Figure 1. Metal layers overlaid.
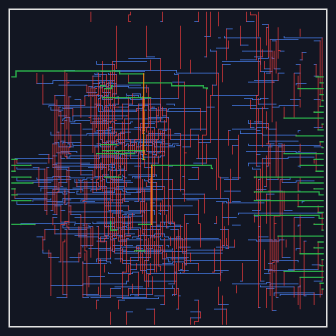
Figure 2. Routed clock nets over the placement.
Scale bar: 20 um.
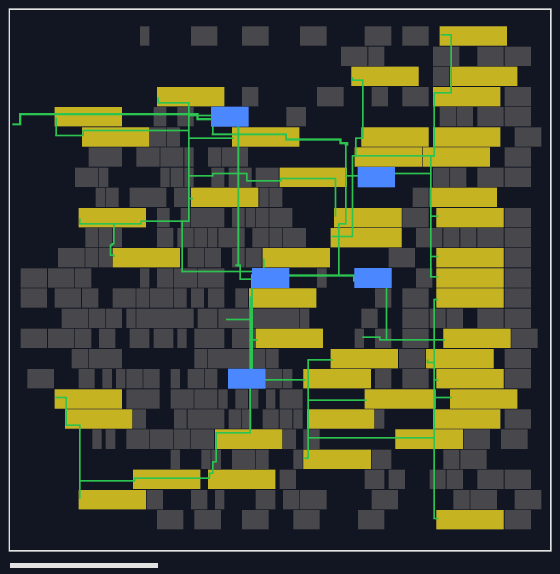
Figure 3. Logic cells by family.
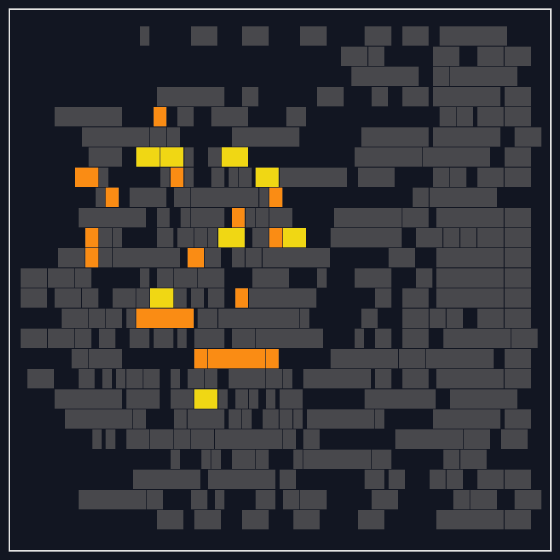
File: src/rtl/vga_scan_out.sv
// vga_scan_out: VGA raster timing generator with a 2-stage request/colour pipeline to the DAC pins.
// Issues per-pixel requests upstream and aligns returned colour with the sync outputs.
module vga_scan_out #(
    parameter int VGA_WIDHT = 6,
    parameter int H_ACTIVE  = 640,
    parameter int H_FP      = 16,
    parameter int H_SYNC    = 96,
    parameter int H_BP      = 48,
    parameter int V_ACTIVE  = 480,
    parameter int V_FP      = 10,
    parameter int V_SYNC    = 2,
    parameter int V_BP      = 33,
    parameter bit SYNC_POL  = 1'b0
) (
    input  logic                 clk_i,
    input  logic                 rst_i,
    input  logic                 en_i,
    input  logic [VGA_WIDHT-1:0] red_i,
    input  logic [VGA_WIDHT-1:0] green_i,
    input  logic [VGA_WIDHT-1:0] blue_i,
    output logic                 pix_req_o,
    output logic [9:0]           pix_x_o,
    output logic [9:0]           pix_y_o,
    output logic                 frame_start_o,
    output logic [VGA_WIDHT-1:0] red_o,
    output logic [VGA_WIDHT-1:0] green_o,
    output logic [VGA_WIDHT-1:0] blue_o,
    output logic                 hsync_o,
    output logic                 vsync_o,
    output logic                 active_o
);
    localparam int H_TOT = H_ACTIVE + H_FP + H_SYNC + H_BP;
    localparam int V_TOT = V_ACTIVE + V_FP + V_SYNC + V_BP;
    localparam logic [9:0] H_ACT  = 10'(H_ACTIVE);
    localparam logic [9:0] H_SS   = 10'(H_ACTIVE + H_FP);
    localparam logic [9:0] H_SE   = 10'(H_ACTIVE + H_FP + H_SYNC - 1);
    localparam logic [9:0] H_LAST = 10'(H_TOT - 1);
    localparam logic [9:0] V_ACT  = 10'(V_ACTIVE);
    localparam logic [9:0] V_SS   = 10'(V_ACTIVE + V_FP);
    localparam logic [9:0] V_SE   = 10'(V_ACTIVE + V_FP + V_SYNC - 1);
    localparam logic [9:0] V_LAST = 10'(V_TOT - 1);

    logic [9:0]           h_cnt_q, h_cnt_d, v_cnt_q, v_cnt_d;
    logic                 h_wrap, hs, vs;
    logic                 req_d1_q, hs_d1_q, vs_d1_q;
    logic [VGA_WIDHT-1:0] red_q, green_q, blue_q;
    logic                 hsync_q, vsync_q, active_q;

    always_comb begin
        h_wrap        = h_cnt_q == H_LAST;
        h_cnt_d       = (!en_i || h_wrap) ? 10'd0 : h_cnt_q + 10'd1;
        v_cnt_d       = !en_i ? 10'd0 : !h_wrap ? v_cnt_q : (v_cnt_q == V_LAST) ? 10'd0 : v_cnt_q + 10'd1;
        // Gated by reset so the combinational request side also shows idle values while reset is held.
        pix_req_o     = en_i && !rst_i && (h_cnt_q < H_ACT) && (v_cnt_q < V_ACT);
        frame_start_o = en_i && !rst_i && (h_cnt_q == 10'd0) && (v_cnt_q == 10'd0);
        pix_x_o       = pix_req_o ? h_cnt_q : 10'd0;
        pix_y_o       = pix_req_o ? v_cnt_q : 10'd0;
        hs            = (h_cnt_q >= H_SS) && (h_cnt_q <= H_SE);
        vs            = (v_cnt_q >= V_SS) && (v_cnt_q <= V_SE);
    end

    always_ff @(posedge clk_i or posedge rst_i) begin
        if (rst_i) begin
            h_cnt_q  <= '0;
            v_cnt_q  <= '0;
            req_d1_q <= 1'b0;
            hs_d1_q  <= 1'b0;
            vs_d1_q  <= 1'b0;
            red_q    <= '0;
            green_q  <= '0;
            blue_q   <= '0;
            active_q <= 1'b0;
            hsync_q  <= ~SYNC_POL;
            vsync_q  <= ~SYNC_POL;
        end else begin
            h_cnt_q  <= h_cnt_d;
            v_cnt_q  <= v_cnt_d;
            req_d1_q <= pix_req_o;
            hs_d1_q  <= hs;
            vs_d1_q  <= vs;
            red_q    <= req_d1_q ? red_i : '0;
            green_q  <= req_d1_q ? green_i : '0;
            blue_q   <= req_d1_q ? blue_i : '0;
            active_q <= req_d1_q;
            hsync_q  <= hs_d1_q ^ ~SYNC_POL;
            vsync_q  <= vs_d1_q ^ ~SYNC_POL;
        end
    end

    assign red_o    = red_q;
    assign green_o  = green_q;
    assign blue_o   = blue_q;
    assign active_o = active_q;
    assign hsync_o  = hsync_q;
    assign vsync_o  = vsync_q;
endmodule

File: config.mk
export PLATFORM = sky130hd
export DESIGN_NAME = vga_scan_out
export DESIGN_NICKNAME = d
export VERILOG_FILES = /design/src/rtl/vga_scan_out.sv
export SDC_FILE = /design/constraint.sdc
export NUM_CORES = 1
export LEC_CHECK = 0
export CORE_UTILIZATION = 42
export CTS_CLUSTER_SIZE = 16
export DETAILED_ROUTE_END_ITERATION = 8
export PLACE_DENSITY = 0.86
export SLEW_MARGIN = 20
export SYNTH_ARGS = -nofsm -noshare
export SYNTH_HDL_FRONTEND = slang
export SYNTH_SLANG_ARGS = --single-unit
File: constraint.sdc
create_clock -name clk_i -period 3.62 [get_ports clk_i]
set_clock_uncertainty 0.15 [all_clocks]
set_input_delay 0.724 -clock clk_i [delete_from_list [all_inputs] [get_ports clk_i]]
set_output_delay 0.724 -clock clk_i [all_outputs]
set_load 0.01 [all_outputs]
==> results.py <==
# Auto-generated metrics
metrics = {
    "status": {
        "status": "complete, no violations",
    },
    "layout": {
        "seq_area_sq_um": 1100,
        "mostFrequentLayoutCell": "clkdlybuf4s50_1",
        "final_util": 0.604,
        "fillers": 394,
        "final-comb-area_sq_um": 902,
        "fin_nets": 292,
        "area_growth_syn_to_layout_pct": 37.0,
        "diodes": 0,
        "lay_top_cells": "clkdlybuf4s50_1 (62), dfrtp_1 (42), and2_1 (30)",
        "drive_above_1_share": 0.0821,
    },
    "worst_setup_path": {
        "reg2reg_from": "v_cnt_q[1]",
        "required_ns": 2.75,
        "end_kind": "output pin",
        "start_kind": "primary input",
        "r2r_slack_ns": 1.29,
        "timing.rr.end": "v_cnt_q[8]",
        "crit_type": "in2out",
        "arrival_ns": 2.46,
        "reg2regPathDepth": 6,
        "cp_max_fo": 8,
    },
    "yosys": {
        "ys_top_cells_by_count": "dfrtp_1 (42), and2_1 (30), nor2_1 (14), nand3_1 (12)",
        "synth_nets": 228,
        "ys_warn_count": 0,
        "synth.distinct_cells": 39,
        "avgSynthCellArea_sq_um": 10.4,
        "top_cell_area_share": 0.498,
        "edf_count": 0,
        "ys.flop_type": "dfrtp_1",
        "ys_seq_frac": 0.523,
        "ys_cells": 203,
        "synthAdderAreaFrac": 0.0237,
        "synthCells": 203,
        "largest_area_cell": "dfrtp_1",
        "synth_xor_xnor_area_share": 0.0290,
        "top_cell": "dfrtp_1",
        "ys_area_sq_um": 2110,
        "synthesis.area_sq_um": 2110,
        "compound_area_frac": 0.0877,
        "mux_share": 0.00474,
        "simple_gate_area_frac": 0.280,
        "topCombFamilyByArea": "simple AND/OR/NAND/NOR gates",
        "area_leaders": "dfrtp_1 (50%), and2_1 (8.9%), nor4_1 (3.3%)",
        "async_reset_ff_frac": 1.00,
        "yosys_register_bits": 44,
    },
    "global_route": {
        "met3_usage": 0.0470,
        "use_met2": 0.341,
        "grt_use_met1": 0.229,
        "grt_pass1_wl_um": 7890,
        "antenna_found_initial": 0,
        "overflow": 0,
        "grt_pass1_vias": 1738,
        "busiest_layer": "met2",
        "grt_max_degree": 45,
    },
    "route": {
        "vias_per_cell": 5.24,
        "drt_pass1_iterations": 6,
        "drt_iter0_drc": 97,
        "drc": 0,
        "top_layer_used": "met4",
        "wl_met3_um": 306,
        "met1_length_um": 2070,
        "route.met2.wl_um": 2350,
        "antenna_left": 0,
    },
    "power_and_ir_drop": {
        "p_leak_nw": 1.21,
        "power_uw": 971,
        "vdd_drop_max_mv": 0.164,
        "power_density_nw_per_um2": 336,
    },
    "clocking": {
        "clkTransAtPathRegs_ns": 0.08,
        "cts_root_buffer": "clkbuf_8",
        "htreeDepth": 2,
        "post-cts-setup-buffers": 0,
        "cts_buffers": 5,
        "cts.sinks": 44,
        "cts_resized": 0,
        "hold_buffers": 0,
        "cts_tree": "done",
        "clockBufferDepth": 2,
    },
    "final_timing": {
        "period_used_share": 0.920,
        "grt_setup_unrepaired": "false",
        "relSlewSlack": 0.632,
        "finalCriticalPeriod_ns": 3.33,
        "whs_ns": 0.205,
        "final.setup.tns_ns": 0,
        "fmax_ghz": 0.300,
        "finalSetupViolCount": 0,
        "drv_slew": 0,
        "hold_viol_final": 0,
        "tightest_slew_ns": 0.553,
    },
    "floorplanning": {
        "dieArea_sq_um": 5310,
        "die_w_um": 72.9,
        "coreArea_sq_um": 4790,
        "io_pins": 64,
        "initCoreUtil": 0.441,
        "die_h_um": 72.9,
        "rows": 25,
    },
    "hold_path": {
        "hold-path-endpoint": "hsync_o",
        "hp-start": "hs_d1_q",
        "holdPathStages": 1,
        "hold_class": "reg2reg",
    },
    "place": {
        "hpwl_um": 3410,
        "place.gp.congestion": 0.827,
        "dp.cells": 327,
        "placement.io_buffers": 62,
    },
    "flow_run": {
        "log.warning_count": 28,
        "drv_cap": 0,
    },
}
Notes on Figure 1 above:
legend:
  red:
    layer: M2
    wire_length: 2,350 um
  green:
    layer: M3
    wire_length: 307 um
  blue:
    layer: M1
    wire_length: 2,070 um
  orange:
    layer: M4
    wire_length: 33.3 um
GRT Total Usage: 0.194
Routed WL: 4770 um
via count: 1,754
DR WL/cell: 14.2 um

Notes on Figure 2 above:
legend:
  yellow:
    item: flip-flops
    count: 44
  blue:
    item: clock-net drivers
    count: 5
  green:
    item: clock wires
    length: 507 um
flops lie: all over the die
clock network fraction of total power: 0.377
clk latency late pin: 0.30 ns
P_clk: 366 uW

Notes on Figure 3 above:
legend:
  yellow:
    family: non-inverting ao/oa cells
    cells: 8
    most_used: a22o_1
  orange:
    family: aoi and oai cells
    cells: 15
    most_used: o21ai_0
final non-filler cell total: 335
Comb area share: 0.312

==> cell type report <==
class | instances | share of cell area
sequential | 44 | 0.381
multi-input combinational | 139 | 0.312
timing repair buffer | 66 | 0.225
tap | 67 | 0.0290
clock buffer | 6 | 0.0251
inverter | 11 | 0.0156
clock inverter | 2 | 0.0121
==> worst max-delay path: stages <==
cell	delay, ns
clkdlybuf4s50_1	0.44
clkinvlp_4	0.09
nand2_1	0.09
buf_4	0.17
nor2_1	0.09
nor4b_1	0.25
clkdlybuf4s50_1	0.60
==> where the power goes <==
part	switching [mW]	total (mW)	internal, mW
Combinational	0.0431	0.0951	0.0521
Sequential	0.00732	0.510	0.503
Clock	0.161	0.366	0.205
Total	0.212	0.971	0.759
==> kinds of logic after synthesis <==
group                    count (synthesis)
multiplexers                             1
adder cells (fa/ha/maj)                  4
other                                    1
XOR/XNOR                                 7
buffers and inverters                   20
AND/OR/NAND/NOR                        103
flip-flops                              44
AND-OR/OR-AND                           23
==> registers in the layout, summed over array words and instances (netlist names) <==
register  cells
h_cnt_q      10
red_o         6
blue_o        6
hsync_o       1
vs_d1_q       1
v_cnt_q      10
vsync_o       1
req_d1_q      1
hs_d1_q       1
active_o      1
green_o       6
==> through the flow <==
stage	setup slack [ns]	cell area (sq um)
after floorplan	0.393	2110
after global placement	0.316	2790
after detailed placement	0.287	2790
after CTS	0.280	2890
after global routing	0.122	2890
final	0.289	2890
==> worst max path at each step <==
stage               startpoint             to  slack, ns  cells past startpoint
detailed placement       rst_i     pix_y_o[8]       0.29                      7
finish                   rst_i  frame_start_o       0.29                      7
global route             rst_i  frame_start_o       0.12                      7
global placement         rst_i  frame_start_o       0.32                      7
CTS                      rst_i     pix_x_o[3]       0.28                      7
floorplan                rst_i     pix_y_o[8]       0.39                      5
Power and IR drop assume default switching activity.
